--- src/rtl/pwm_pkg.sv ---
// Shared PWM definitions: counter widths, dead-time FSM states and the
// state-to-gate-drive decode used by the dead-time stage.
package pwm_pkg;

  localparam int DT_W_DEF  = 16;
  localparam int PWM_CNT_W = 16;

  typedef enum logic [2:0] {
    ST_OFF     = 3'd0,
    ST_LOW     = 3'd1,
    ST_DT_RISE = 3'd2,
    ST_HIGH    = 3'd3,
    ST_DT_FALL = 3'd4,
    ST_BREAK   = 3'd5
  } dt_state_e;

  // {out_h, out_l}; only the two settled states ever drive a gate
  function automatic logic [1:0] drive_of(input dt_state_e s);
    logic [1:0] drv;
    case (s)
      ST_HIGH: drv = 2'b10;
      ST_LOW:  drv = 2'b01;
      default: drv = 2'b00;
    endcase
    return drv;
  endfunction

endpackage

--- src/rtl/pwm_dt_counter.sv ---
// Loadable down-counter that times the dead-time interval; zero flags the
// last cycle of the gap.
module pwm_dt_counter
  import pwm_pkg::*;
#(
  parameter int DT_W = DT_W_DEF
) (
  input  logic            clk,
  input  logic            rst,
  input  logic            load,
  input  logic [DT_W-1:0] load_val,
  input  logic            dec,
  output logic            zero
);

  logic [DT_W-1:0] cnt;

  // load takes precedence over decrement
  always_ff @(posedge clk) begin
    if (!rst) begin
      cnt <= {DT_W{1'b0}};
    end else if (load) begin
      cnt <= load_val;
    end else if (dec) begin
      cnt <= cnt - {{(DT_W-1){1'b0}}, 1'b1};
    end else begin
      cnt <= cnt;
    end
  end

  assign zero = (cnt == {DT_W{1'b0}});

endmodule

--- src/rtl/pwm_deadtime.sv ---
// Complementary gate-drive generator with programmable dead-time and a
// latched break input that holds both gates off until cleared.
module pwm_deadtime
  import pwm_pkg::*;
#(
  parameter int DT_W = DT_W_DEF
) (
  input  logic            clk,
  input  logic            rst,
  input  logic            en,
  input  logic            wave,
  input  logic [DT_W-1:0] dtr,
  input  logic            brk,
  input  logic            brk_clr,
  output logic            out_h,
  output logic            out_l,
  output logic            brk_flag,
  output logic [2:0]      state
);

  dt_state_e       cur;
  dt_state_e       nxt;
  logic            load;
  logic            dec;
  logic            zero;
  logic [DT_W-1:0] load_val;

  pwm_dt_counter #(.DT_W(DT_W)) u_cnt (
    .clk      (clk),
    .rst      (rst),
    .load     (load),
    .load_val (load_val),
    .dec      (dec),
    .zero     (zero)
  );

  // Next-state and counter control; brk outranks en, en outranks wave
  always_comb begin
    nxt  = cur;
    load = 1'b0;
    dec  = 1'b0;
    // dtr=0 only reaches a load from OFF, where it still buys one dead cycle
    if (dtr == {DT_W{1'b0}}) begin
      load_val = {DT_W{1'b0}};
    end else begin
      load_val = dtr - {{(DT_W-1){1'b0}}, 1'b1};
    end

    if (brk) begin
      nxt = ST_BREAK;
    end else if (cur == ST_BREAK) begin
      if (brk_clr) begin
        nxt = ST_OFF;
      end else begin
        nxt = ST_BREAK;
      end
    end else if (!en) begin
      nxt = ST_OFF;
    end else begin
      case (cur)
        ST_OFF: begin
          if (wave) begin
            nxt  = ST_DT_RISE;
            load = 1'b1;
          end else begin
            nxt = ST_LOW;
          end
        end
        ST_LOW: begin
          if (!wave) begin
            nxt = ST_LOW;
          end else if (dtr == {DT_W{1'b0}}) begin
            nxt = ST_HIGH;
          end else begin
            nxt  = ST_DT_RISE;
            load = 1'b1;
          end
        end
        ST_DT_RISE: begin
          if (!wave) begin
            nxt = ST_LOW;
          end else if (zero) begin
            nxt = ST_HIGH;
          end else begin
            nxt = ST_DT_RISE;
            dec = 1'b1;
          end
        end
        ST_HIGH: begin
          if (wave) begin
            nxt = ST_HIGH;
          end else if (dtr == {DT_W{1'b0}}) begin
            nxt = ST_LOW;
          end else begin
            nxt  = ST_DT_FALL;
            load = 1'b1;
          end
        end
        ST_DT_FALL: begin
          if (wave) begin
            nxt = ST_HIGH;
          end else if (zero) begin
            nxt = ST_LOW;
          end else begin
            nxt = ST_DT_FALL;
            dec = 1'b1;
          end
        end
        default: nxt = ST_OFF;
      endcase
    end
  end

  // State register with outputs decoded from the state being entered
  always_ff @(posedge clk) begin
    if (!rst) begin
      cur      <= ST_OFF;
      out_h    <= 1'b0;
      out_l    <= 1'b0;
      brk_flag <= 1'b0;
    end else begin
      cur            <= nxt;
      {out_h, out_l} <= drive_of(nxt);
      brk_flag       <= (nxt == ST_BREAK);
    end
  end

  assign state = cur;

endmodule
--- config.mk ---
export PLATFORM = sky130hd
export DESIGN_NAME = pwm_deadtime
export DESIGN_NICKNAME = d
export VERILOG_FILES = /design/src/rtl/pwm_pkg.sv /design/src/rtl/pwm_dt_counter.sv /design/src/rtl/pwm_deadtime.sv
export SDC_FILE = /design/constraint.sdc
export NUM_CORES = 1
export LEC_CHECK = 0
export CELL_PAD_IN_SITES_DETAIL_PLACEMENT = 1
export CELL_PAD_IN_SITES_GLOBAL_PLACEMENT = 2
export CORE_ASPECT_RATIO = 1.4
export CORE_UTILIZATION = 34
export CTS_CLUSTER_SIZE = 12
export DETAILED_ROUTE_END_ITERATION = 6
export PLACE_DENSITY = 0.91
export REMOVE_ABC_BUFFERS = 1
export SLEW_MARGIN = 5
export SYNTH_ARGS = -nofsm -noshare
export SYNTH_HDL_FRONTEND = slang
export SYNTH_SLANG_ARGS = --single-unit
--- constraint.sdc ---
create_clock -name clk -period 3.14 [get_ports clk]
set_input_delay 0.471 -clock clk [delete_from_list [all_inputs] [get_ports clk]]
set_output_delay 0.471 -clock clk [all_outputs]
set_load 0.05 [all_outputs]
==> impl_metrics.py, run 1 <==
# Generated from Yosys and OpenROAD reports
metrics = {
    "synthesis": {
        "aoi_share_pct": 19.56,
        "synth_warnings": 0,
        "top_area_share_pct": 25.98,
        "synthCells": 202,
        "synth_cell_type_count": 52,
        "enable_flop_cells": 0,
        "syn_avg_cell_area_sq_um": 8.393,
    },
    "critical_path": {
        "crit_arrival_ps": 2600,
        "critPathMaxFanout": 5,
        "cp_cell_sequence": "clkdlybuf4s50_1 -> inv_1 -> ha_1 -> nor4b_1 -> and4_1 -> or4b_1 -> and3_1 -> nor4b_2",
        "cp_slowest_cell": "clkdlybuf4s50_1",
        "cpLargestDelayFamily": "simple AND/OR/NAND/NOR gates",
        "required_ps": 3270,
        "reg2reg_to": "u_cnt.cnt[4]",
        "path_class": "input port to register",
    },
    "global_routing": {
        "met1_usage_pct": 26.82,
        "grt_max_degree": 14,
        "grt-busiest-layer": "met2",
        "grt_pass1_wl_um": 8217,
        "met2_usage_pct": 34.80,
    },
    "power_and_ir_drop": {
        "seqPwrFrac_pct": 42.8,
        "intPower_uw": 486.5,
        "powerComb_uw": 252,
    },
    "clock_network": {
        "cts-root-buf": "clkbuf_8",
        "numCtsBuffers": 3,
        "post_cts_resized": 0,
        "clock_latency_ps": 250,
    },
    "routing": {
        "drc": 1,
        "wl_met3_um": 52,
    },
    "floorplanning": {
        "core_sq_mm": 0.004805,
        "rows": 30,
        "fp.dieH_um": 85.55,
    },
    "outcome": {
        "violations": "design-rule violations",
        "status": "finished, violations left",
    },
    "final_timing": {
        "min_period_over_period_pct": 78.67,
        "relSlewSlack_pct": 63.86,
        "hold_slack_ps": 527.0,
    },
    "hold_path": {
        "hold_start": "u_cnt.cnt[13]",
    },
    "layout": {
        "top_register": "u_cnt.cnt",
        "design_area_sq_mm": 0.002082,
    },
}
-- run 1: area by class of cell --
class | instances | area, sq um | share of cell area [%]
multi-input cells | 163 | 1171 | 56.25
flip-flops and latches | 22 | 440.4 | 21.15
repair buffers | 33 | 315.3 | 15.14
well taps | 64 | 80.08 | 3.846
clock buffers | 3 | 41.29 | 1.983
inverters | 9 | 33.78 | 1.623
-- run 1: layout by cell type, fill, tap and decap left out, drive strengths merged, types with 3 or more instances in the layout --
master	count
nand2b	3
ha	3
nor4	8
xor2	16
nand3b	3
and4	3
nor2	16
inv	9
clkbuf	3
o22ai	9
buf	6
nor3	9
o211a	3
xnor2	8
nand4	11
a211oi	6
nand3	9
o21ai	5
nand2	8
clkdlybuf4s50	27
nor4b	5
a21oi	9
dfxtp	22
**Run 1: M3 wires**

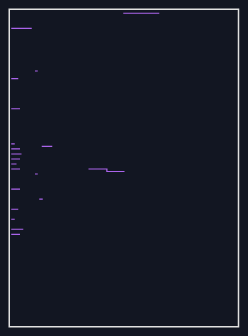
17 nets have wire on it. The layer holds 1.1% of the routed length. The longest straight run is 9.40 um.
met3 Resource Use GR: 0.9050%
DRT Wirelength: 4824 um
DR vias: 1656

**Run 1: routed metal per tile**

The die is cut into 12 by 17 equal tiles; black is low, pale yellow is high, scaled to the fullest tile. Values are wire area over tile area, all layers added.
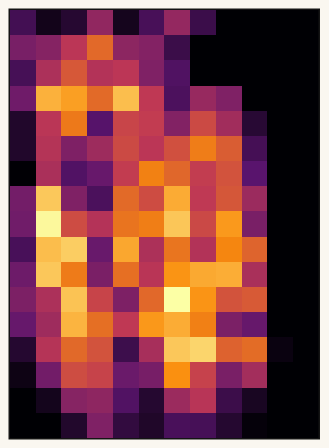
The mean over all tiles is 0.14. 33% of the tiles are over half the peak. The emptiest ninth of the die: north-east. The densest ninth of the die: center. 23% of the tiles are nearly empty.
total track usage: 20.38%
wire length per cell: 16.41 um

**Run 1: sequential cells grouped by signal name**

Other sequential cells in the stronger gray, the rest of the logic in the fainter gray.
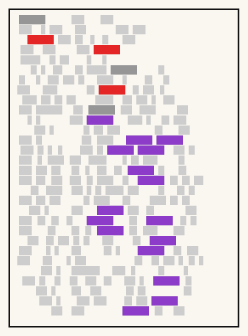
Red marks state, placed flops 3. Purple marks u_cnt.cnt, placed flops 16.

**Run 1: placed standard cells**

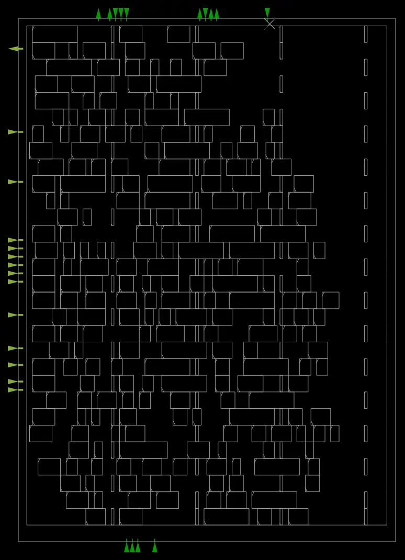
tap cells: 64
# fillers: 606
sequential cell area share: 21.15%

**Run 1: wires at chosen ports, followed through buffers**

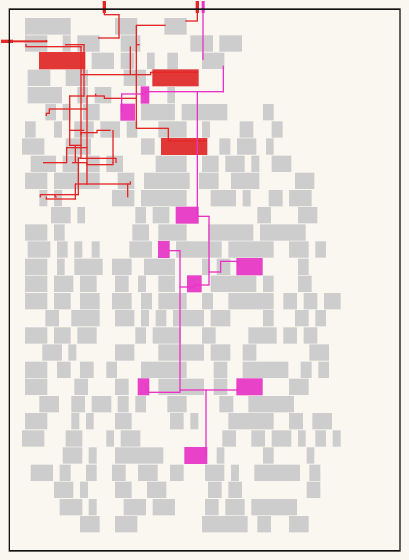

## Run 2: what changed since run 1
--- a/config.mk
+++ b/config.mk
@@ -8,10 +8,10 @@
 export CELL_PAD_IN_SITES_DETAIL_PLACEMENT = 1
 export CELL_PAD_IN_SITES_GLOBAL_PLACEMENT = 2
 export CORE_ASPECT_RATIO = 1.4
-export CORE_UTILIZATION = 34
+export CORE_UTILIZATION = 28
 export CTS_CLUSTER_SIZE = 12
 export DETAILED_ROUTE_END_ITERATION = 6
-export PLACE_DENSITY = 0.91
+export PLACE_DENSITY = 0.81
 export REMOVE_ABC_BUFFERS = 1
 export SLEW_MARGIN = 5
 export SYNTH_ARGS = -nofsm -noshare
==> constraint.sdc (replaced) <==
create_clock -name clk -period 2.1 [get_ports clk]
set_input_delay 0.315 -clock clk [delete_from_list [all_inputs] [get_ports clk]]
set_output_delay 0.315 -clock clk [all_outputs]
set_load 0.05 [all_outputs]
**Run 2: wires at chosen ports, followed through buffers**

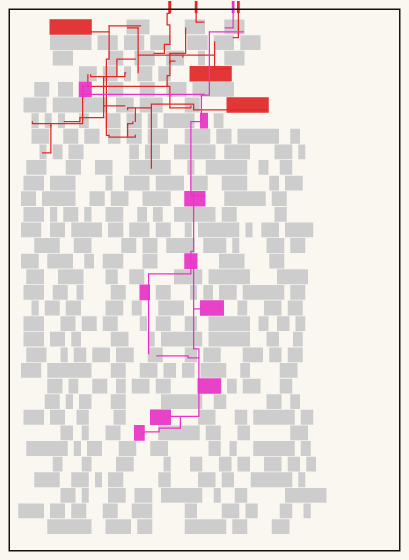
Magenta marks rst, bits 1, direction input, end cells 9, wire 155 um. Red marks state, bits 3, direction output, end cells 3, wire 221 um.
port bufs: 27
IO Count: 28

==> run 2 against run 1 <==
Against the previous run:
- the flow now finishes without violations
- wire length grew 15%
- total power rose by 72%
- core utilization increased by 1.5 points
- hold slack improved by 40 ps
- clock power up 78%
- combinational power rose by 100%
- synthesized cell count did not move
- sequential share of layout area shrank 4.4 points
- register-to-register slack worse by 850 ps
- critical path type unchanged
- critical endpoint unchanged
- largest cell class unchanged
==> impl_metrics.py, run 2 <==
# Generated from Yosys and OpenROAD reports
metrics = {
    "routing": {
        "viasPerCell": 5.261,
        "drc": 0,
    },
    "floorplanning": {
        "fp.dieH_um": 94.07,
        "fp_util_pct": 28.92,
        "core_sq_mm": 0.005863,
        "rows": 33,
    },
    "synthesis": {
        "synth_cell_type_count": 52,
        "synthCells": 202,
        "aoi_share_pct": 19.56,
        "syn_avg_cell_area_sq_um": 8.393,
        "synth_warnings": 0,
        "enable_flop_cells": 0,
        "synth_flops": 22,
        "top_area_share_pct": 25.98,
    },
    "clock_network": {
        "post_cts_resized": 5,
        "cts-root-buf": "clkbuf_8",
        "clk_path_buf_depth": 2,
        "clock_latency_ps": 260,
        "cts_tree": "yes",
        "numCtsBuffers": 3,
    },
    "final_timing": {
        "relSlewSlack_pct": 66.72,
        "final_hold_viol_count": 0,
        "hold_slack_ps": 567.5,
        "setup_slack_ps": 36.56,
        "fmax_ghz": 0.4846,
        "min_period_over_period_pct": 98.26,
    },
    "power_and_ir_drop": {
        "seqPwrFrac_pct": 36.3,
        "p_seq_uw": 459,
        "intPower_uw": 847.3,
        "powerComb_uw": 505,
    },
    "critical_path": {
        "path_class": "input port to register",
        "cp_cell_sequence": "clkdlybuf4s50_1 -> nor4_4 -> buf_4 -> and4_2 -> or4b_1 -> and3_4 -> nor4b_2",
        "cp_slowest_cell": "clkdlybuf4s50_1",
        "startpoint_type": "input port",
        "critPathMaxFanout": 9,
        "cpLargestDelayFamily": "simple AND/OR/NAND/NOR gates",
        "crit_arrival_ps": 2200,
        "required_ps": 2240,
    },
    "job": {
        "maxCapViolations": 0,
    },
    "layout": {
        "layout_top_cell": "buf_4",
        "top_register": "u_cnt.cnt",
        "nFillCells": 714,
        "design_area_sq_mm": 0.002626,
        "final_cell_mix": "buf_4 (55), dfxtp_1 (22), clkdlybuf4s50_1 (22), xor2_1 (16), nor2_1 (15)",
        "drive_above_1_share_pct": 31.80,
        "comb_area_sq_mm": 0.001261,
        "regArea_sq_um": 440.4,
    },
    "outcome": {
        "status": "finished, final reports clean",
    },
    "global_routing": {
        "grt_pass1_wl_um": 9321,
        "grt_max_degree": 13,
        "antenna_found_initial": 0,
    },
}
**Run 2: routed metal per tile**

The die is cut into 14 by 19 equal tiles; black is low, pale yellow is high, scaled to the fullest tile. Values are wire area over tile area, all layers added.
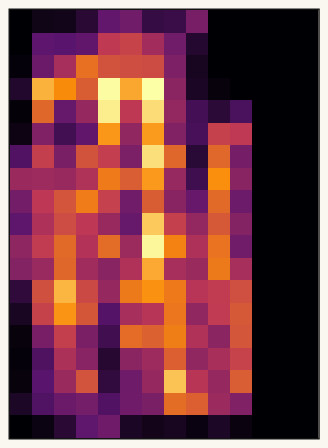
total track usage: 19.09%
wire length per cell: 15.75 um
DR vias: 1857
DRT Wirelength: 5560 um

run 2: layout make-up:
type                       instances  share of cell area (%)
inverter                           9                   1.286
sequential                        22                   16.77
clock buffer                       4                   2.096
multi-input combinational        163                   48.02
timing repair buffer              85                   28.49
tap                               70                   3.335
run 2: worst paths after layout:
check             cells after the start            end          start
hold / removal                        2  u_cnt.cnt[13]  u_cnt.cnt[13]
setup reg to reg                      8  u_cnt.cnt[14]   u_cnt.cnt[1]
hold reg to reg                       2  u_cnt.cnt[13]  u_cnt.cnt[13]
setup / recovery                      7          out_l         dtr[9]
run 2: layer usage:
metal | track usage [%] | share of wire [%] | up-vias
met1 | 22.63 | 42 | 902
met2 | 35.31 | 56 | 23
met5 | 0 | 0 | -
met3 | 1.335 | 1.2 | 4
li1 | - | - | 928
met4 | 5.142 | 0.65 | 0
## Run 3: what changed since run 2
--- a/config.mk
+++ b/config.mk
@@ -11,6 +11,7 @@
 export CORE_UTILIZATION = 28
 export CTS_CLUSTER_SIZE = 12
 export DETAILED_ROUTE_END_ITERATION = 6
+export GPL_ROUTABILITY_DRIVEN = 0
 export PLACE_DENSITY = 0.81
 export REMOVE_ABC_BUFFERS = 1
 export SLEW_MARGIN = 5
**Run 3: routed metal per tile**

The die is cut into 14 by 19 equal tiles; black is low, pale yellow is high, scaled to the fullest tile. Values are wire area over tile area, all layers added.
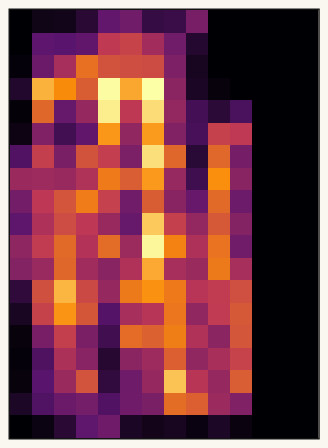
28% of the tiles are over half the peak. The fullest tile reaches 0.41. The mean over all tiles is 0.13. The emptiest ninth of the die: north-east. The densest ninth of the die: center. 27% of the tiles are nearly empty.

**Run 3: wires at chosen ports, followed through buffers**

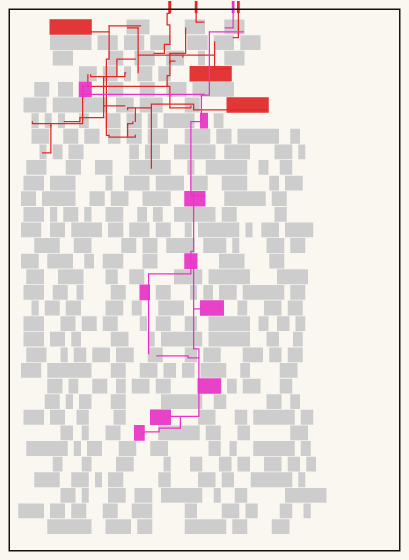
Red marks state, bits 3, direction output, end cells 3, wire 221 um. Magenta marks rst, bits 1, direction input, end cells 9, wire 155 um.

==> run 3 against run 2 <==
Against the previous run:
- count of clock-buffer cells in the layout unchanged
- flip-flop count did not move
- combinational power hardly changed
- total power unchanged
- die size is the same
- via count stayed put
- register-to-register slack hardly changed
- critical endpoint unchanged
- highest routed layer unchanged
==> impl_metrics.py, run 3 <==
# Generated from Yosys and OpenROAD reports
metrics = {
    "outcome": {
        "status": "finished, final reports clean",
    },
    "global_routing": {
        "met1_usage_pct": 22.63,
        "antenna_found_initial": 0,
        "grt_pass1_wl_um": 9321,
        "met2_usage_pct": 35.31,
    },
    "layout": {
        "seq_cells": 22,
        "final_cell_mix": "buf_4 (55), dfxtp_1 (22), clkdlybuf4s50_1 (22), xor2_1 (16), nor2_1 (15)",
        "clock_tree_area_fraction_pct": 2.096,
        "sh_comb_area_pct": 48.02,
        "nNonClkBuffers": 85,
        "area_share_nonclk_buffers_pct": 28.49,
        "drive_above_1_share_pct": 31.80,
        "n_all_inverters": 9,
        "comb_area_sq_mm": 0.001261,
        "seq_area_share_pct": 16.77,
    },
    "routing": {
        "wl_met1_um": 2356,
        "wl_per_cell_um": 15.75,
        "viasPerCell": 5.261,
        "drc": 0,
    },
    "final_timing": {
        "min_period_over_period_pct": 98.26,
        "hold_slack_ps": 567.5,
        "fmax_ghz": 0.4846,
    },
    "clock_network": {
        "post_cts_resized": 5,
    },
    "floorplanning": {
        "taps": 70,
        "rows": 33,
        "io_pins": 28,
    },
    "synthesis": {
        "synth_warnings": 0,
        "enable_flop_cells": 0,
    },
    "critical_path": {
        "startpoint_type": "input port",
        "required_ps": 2240,
        "path_class": "input port to register",
        "cp_slowest_cell": "clkdlybuf4s50_1",
        "cp_cell_sequence": "clkdlybuf4s50_1 -> nor4_4 -> buf_4 -> and4_2 -> or4b_1 -> and3_4 -> nor4b_2",
        "cpLargestDelayFamily": "simple AND/OR/NAND/NOR gates",
    },
    "place": {
        "port_buffers": 27,
    },
    "power_and_ir_drop": {
        "intPower_uw": 847.3,
    },
}
run 3: cell counts in the layout (fill, tap and decap cells not counted):
Identical to the previous run, type by type.
run 3: cells by family after synthesis:
kind of cell	count (synthesis)	share of synthesized area (%)
AOI/OAI and AO/OA	42	19.56
xor gates and xnor gates	24	12.40
adders and majority gates	3	2.214
buffers and inverters	17	4.944
DFF	22	25.98
muxes	2	1.328
and+or+nand+nor	92	33.58
run 3: path summary, 6_finish.rpt:
check,startpoint,slack (ps),to,depth (start not counted)
worst max-delay path,dtr[9],40,out_l,7
worst min register to register,u_cnt.cnt[13],570,u_cnt.cnt[13],2
worst max register to register,u_cnt.cnt[1],160,u_cnt.cnt[14],8
worst min-delay path,u_cnt.cnt[13],570,u_cnt.cnt[13],2
Power and IR drop assume default switching activity.
